## src/rtl/os_frame_scheduler.sv

```systemverilog
// Flow controller for the overlap-save sliding buffer: forwards accepted samples,
// freezes the buffer once a frame is complete, and hands the frame to the engine.
module os_frame_scheduler #(
  parameter int NB_DATA      = 16,
  parameter int N_DATA       = 32,
  parameter int N_OVERLAP    = 16,
  parameter int NB_FRAME_CNT = 16
) (
  input  logic                    i_clk,
  input  logic                    i_rst,
  input  logic                    i_enable,
  input  logic                    i_flush,
  input  logic [NB_DATA-1:0]      i_s_data,
  input  logic                    i_s_valid,
  output logic                    o_s_ready,
  output logic [NB_DATA-1:0]      o_buf_data,
  output logic                    o_buf_valid,
  output logic                    o_buf_rst,
  output logic                    o_start,
  input  logic                    i_done,
  output logic                    o_busy,
  output logic [NB_FRAME_CNT-1:0] o_frame_cnt
);

  localparam int NB_FILL = (N_DATA > 1) ? $clog2(N_DATA) : 1;
  localparam int NB_HOP  = (N_OVERLAP > 1) ? $clog2(N_OVERLAP) : 1;
  localparam logic [NB_FILL-1:0] FILL_LAST = NB_FILL'(N_DATA - 1);
  localparam logic [NB_HOP-1:0]  HOP_LAST  = NB_HOP'(N_OVERLAP - 1);

  typedef enum logic [1:0] {
    ST_FILL,
    ST_STREAM,
    ST_START,
    ST_BUSY
  } state_t;

  state_t                  state_reg;
  logic [NB_FILL-1:0]      fill_cnt_reg;
  logic [NB_HOP-1:0]       hop_cnt_reg;
  logic                    start_reg;
  logic                    busy_reg;
  logic                    buf_rst_reg;
  logic [NB_FRAME_CNT-1:0] frame_cnt_reg;

  logic accepting_state;
  logic ready;
  logic accept;

  // Ready is also dropped in the reset, flush and buffer-reset cycles so that
  // no sample can slip into a buffer that is about to be cleared.
  assign accepting_state = (state_reg == ST_FILL) || (state_reg == ST_STREAM);
  assign ready           = i_enable & accepting_state & ~i_rst & ~i_flush & ~buf_rst_reg;
  assign accept          = i_s_valid & ready;

  assign o_s_ready   = ready;
  assign o_buf_valid = accept;
  assign o_buf_data  = i_s_data;
  assign o_buf_rst   = buf_rst_reg;
  assign o_start     = start_reg;
  assign o_busy      = busy_reg;
  assign o_frame_cnt = frame_cnt_reg;

  always_ff @(posedge i_clk) begin
    if (i_rst) begin
      state_reg     <= ST_FILL;
      fill_cnt_reg  <= '0;
      hop_cnt_reg   <= '0;
      start_reg     <= 1'b0;
      busy_reg      <= 1'b0;
      buf_rst_reg   <= 1'b0;
      frame_cnt_reg <= '0;
    end else if (i_flush) begin
      // Frame count survives a flush; everything else re-primes.
      state_reg    <= ST_FILL;
      fill_cnt_reg <= '0;
      hop_cnt_reg  <= '0;
      start_reg    <= 1'b0;
      busy_reg     <= 1'b0;
      buf_rst_reg  <= 1'b1;
    end else begin
      buf_rst_reg <= 1'b0;
      start_reg   <= 1'b0;
      case (state_reg)
        ST_FILL: begin
          if (accept) begin
            if (fill_cnt_reg == FILL_LAST) begin
              state_reg     <= ST_START;
              hop_cnt_reg   <= '0;
              start_reg     <= 1'b1;
              frame_cnt_reg <= frame_cnt_reg + 1'b1;
            end else begin
              fill_cnt_reg <= fill_cnt_reg + 1'b1;
            end
          end
        end
        ST_STREAM: begin
          if (accept) begin
            if (hop_cnt_reg == HOP_LAST) begin
              state_reg     <= ST_START;
              hop_cnt_reg   <= '0;
              start_reg     <= 1'b1;
              frame_cnt_reg <= frame_cnt_reg + 1'b1;
            end else begin
              hop_cnt_reg <= hop_cnt_reg + 1'b1;
            end
          end
        end
        ST_START: begin
          // A done arriving together with start belongs to no frame yet.
          state_reg <= ST_BUSY;
          busy_reg  <= 1'b1;
        end
        ST_BUSY: begin
          if (i_done) begin
            state_reg <= ST_STREAM;
            busy_reg  <= 1'b0;
          end
        end
        default: begin
          state_reg <= ST_FILL;
          busy_reg  <= 1'b0;
        end
      endcase
    end
  end

endmodule
```

## config.mk

```make
export PLATFORM = sky130hd
export DESIGN_NAME = os_frame_scheduler
export DESIGN_NICKNAME = d
export VERILOG_FILES = /design/src/rtl/os_frame_scheduler.sv
export SDC_FILE = /design/constraint.sdc
export NUM_CORES = 1
export LEC_CHECK = 0
export ABC_AREA = 1
export CAP_MARGIN = 20
export CORE_AREA = 4 4 66 68
export DETAILED_ROUTE_END_ITERATION = 10
export DIE_AREA = 0 0 70 72
export GPL_TIMING_DRIVEN = 1
export PLACE_DENSITY = 0.8
export SKIP_CTS_REPAIR_TIMING = 1
export SYNTH_ARGS = -nofsm -noshare
export SYNTH_HDL_FRONTEND = slang
export SYNTH_SLANG_ARGS = --single-unit
```

## constraint.sdc

```tcl
create_clock -name i_clk -period 4.3 [get_ports i_clk]
set_clock_uncertainty 0.15 [all_clocks]
set_input_delay 0.645 -clock i_clk [delete_from_list [all_inputs] [get_ports i_clk]]
set_output_delay 0.645 -clock i_clk [all_outputs]
set_load 0.005 [all_outputs]
```

**M1 wires**

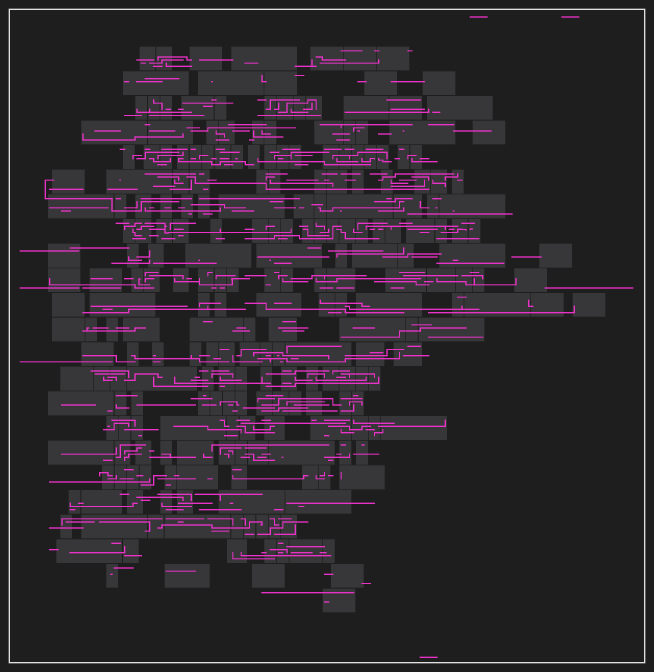
The longest straight run is 17.9 µm. The layer holds 46% of the routed length. The layer carries 1,500 µm of wire. The wires run mostly horizontal. 237 nets have wire on it.
M1 GR Usage: 14.6%
routed vias: 1,450
Post-Route WL: 3.24 mm

==> results.json <==
{
  "crit_path_start_kind": "input pin",
  "die_w_um": 70,
  "io_buffers": 26,
  "tool_warnings": 26,
  "drv_cap": 0,
  "largest_reg_flops": 16,
  "crit_arrival_ps": 2440,
  "rows": 23,
  "clk_latency_ps": 290,
  "worstHoldStart": "fill_cnt_reg[3]",
  "finalClockPeriodUsage_pct": 75.3,
  "switching_power_uw": 119,
  "firstDrtPassIters": 4,
  "n_antenna_cell": 0,
  "critPathBufInv": 3,
  "relSlewSlack_pct": 46.4,
  "drv_slew": 0,
  "grt_use_total_pct": 13.6,
  "switching_share_pct": 22.2,
  "n_clock_buffer": 7,
  "status": "finished, final reports clean",
  "compound_area_share_pct": 10.0,
  "crit_path_start": "i_rst",
  "top_area_cell": "dfxtp_1",
  "grt_max_degree": 24,
  "worst_ir_drop_vdd_v": 0.000156,
  "io_pins": 59,
  "setup_viol": 0,
  "total_power_uw": 535,
  "fin_nets": 272,
  "dieArea_um2": 5040,
  "yosysCellCount": 232,
  "post-route-util_pct": 49.3,
  "clk_pin_slew_worst_paths_ps": 60,
  "common_cells": "52 x nand2_1, 36 x nor2_1, 30 x dfxtp_1",
  "tns_ps": 0,
  "yosysWarnings": 0,
  "synth-xor-area-share_pct": 3.76,
  "final-nonclk-buf-share_pct": 13.7,
  "antenna_found_initial": 0,
  "fin_crit_ps": 3240,
  "critPathTopFamily": "buffers and inverters",
  "pg_clk_uw": 235,
  "cts_buffers": 5,
  "edf_count": 0
}
**Metal 2**

The bar under the picture is 20 µm long.
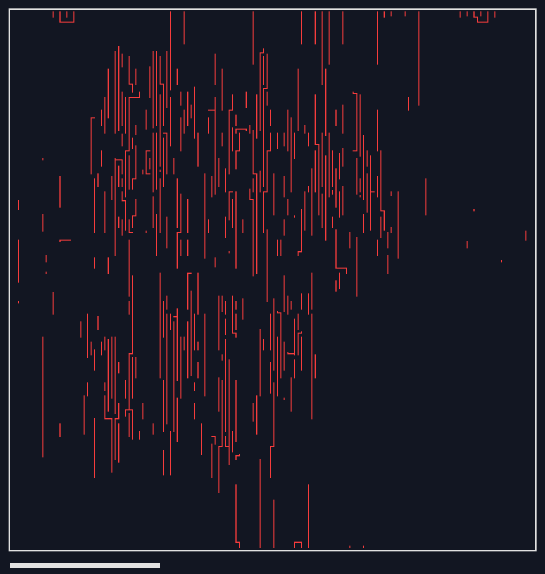
The longest straight run is 16.0 µm. The layer carries 1,470 µm of wire.

==> metal layers <==
metal,vias to the layer above,GRT usage [%],share of wire (%)
li1,751,-,-
met1,654,14.6,46
met2,35,22.1,45
met3,10,5.68,5.6
met4,0,8.94,2.8
met5,-,0,0
==> placed cells by master (no fill, tap or decap) <==
master / count
xnor2_1: 3
nand2_1: 52
clkbuf_1: 1
nand4_4: 1
nor2_1: 36
ha_1: 4
o21ai_0: 7
inv_2: 1
clkinv_2: 1
a21oi_1: 24
clkdlybuf4s50_1: 26
xor2_1: 4
nor2_4: 2
inv_1: 23
or2_2: 1
nor3_4: 1
nand3_1: 14
nor3_1: 3
o21ai_2: 1
nand4_1: 3
dfxtp_1: 30
nand2_2: 1
nor2_2: 2
clkbuf_8: 6
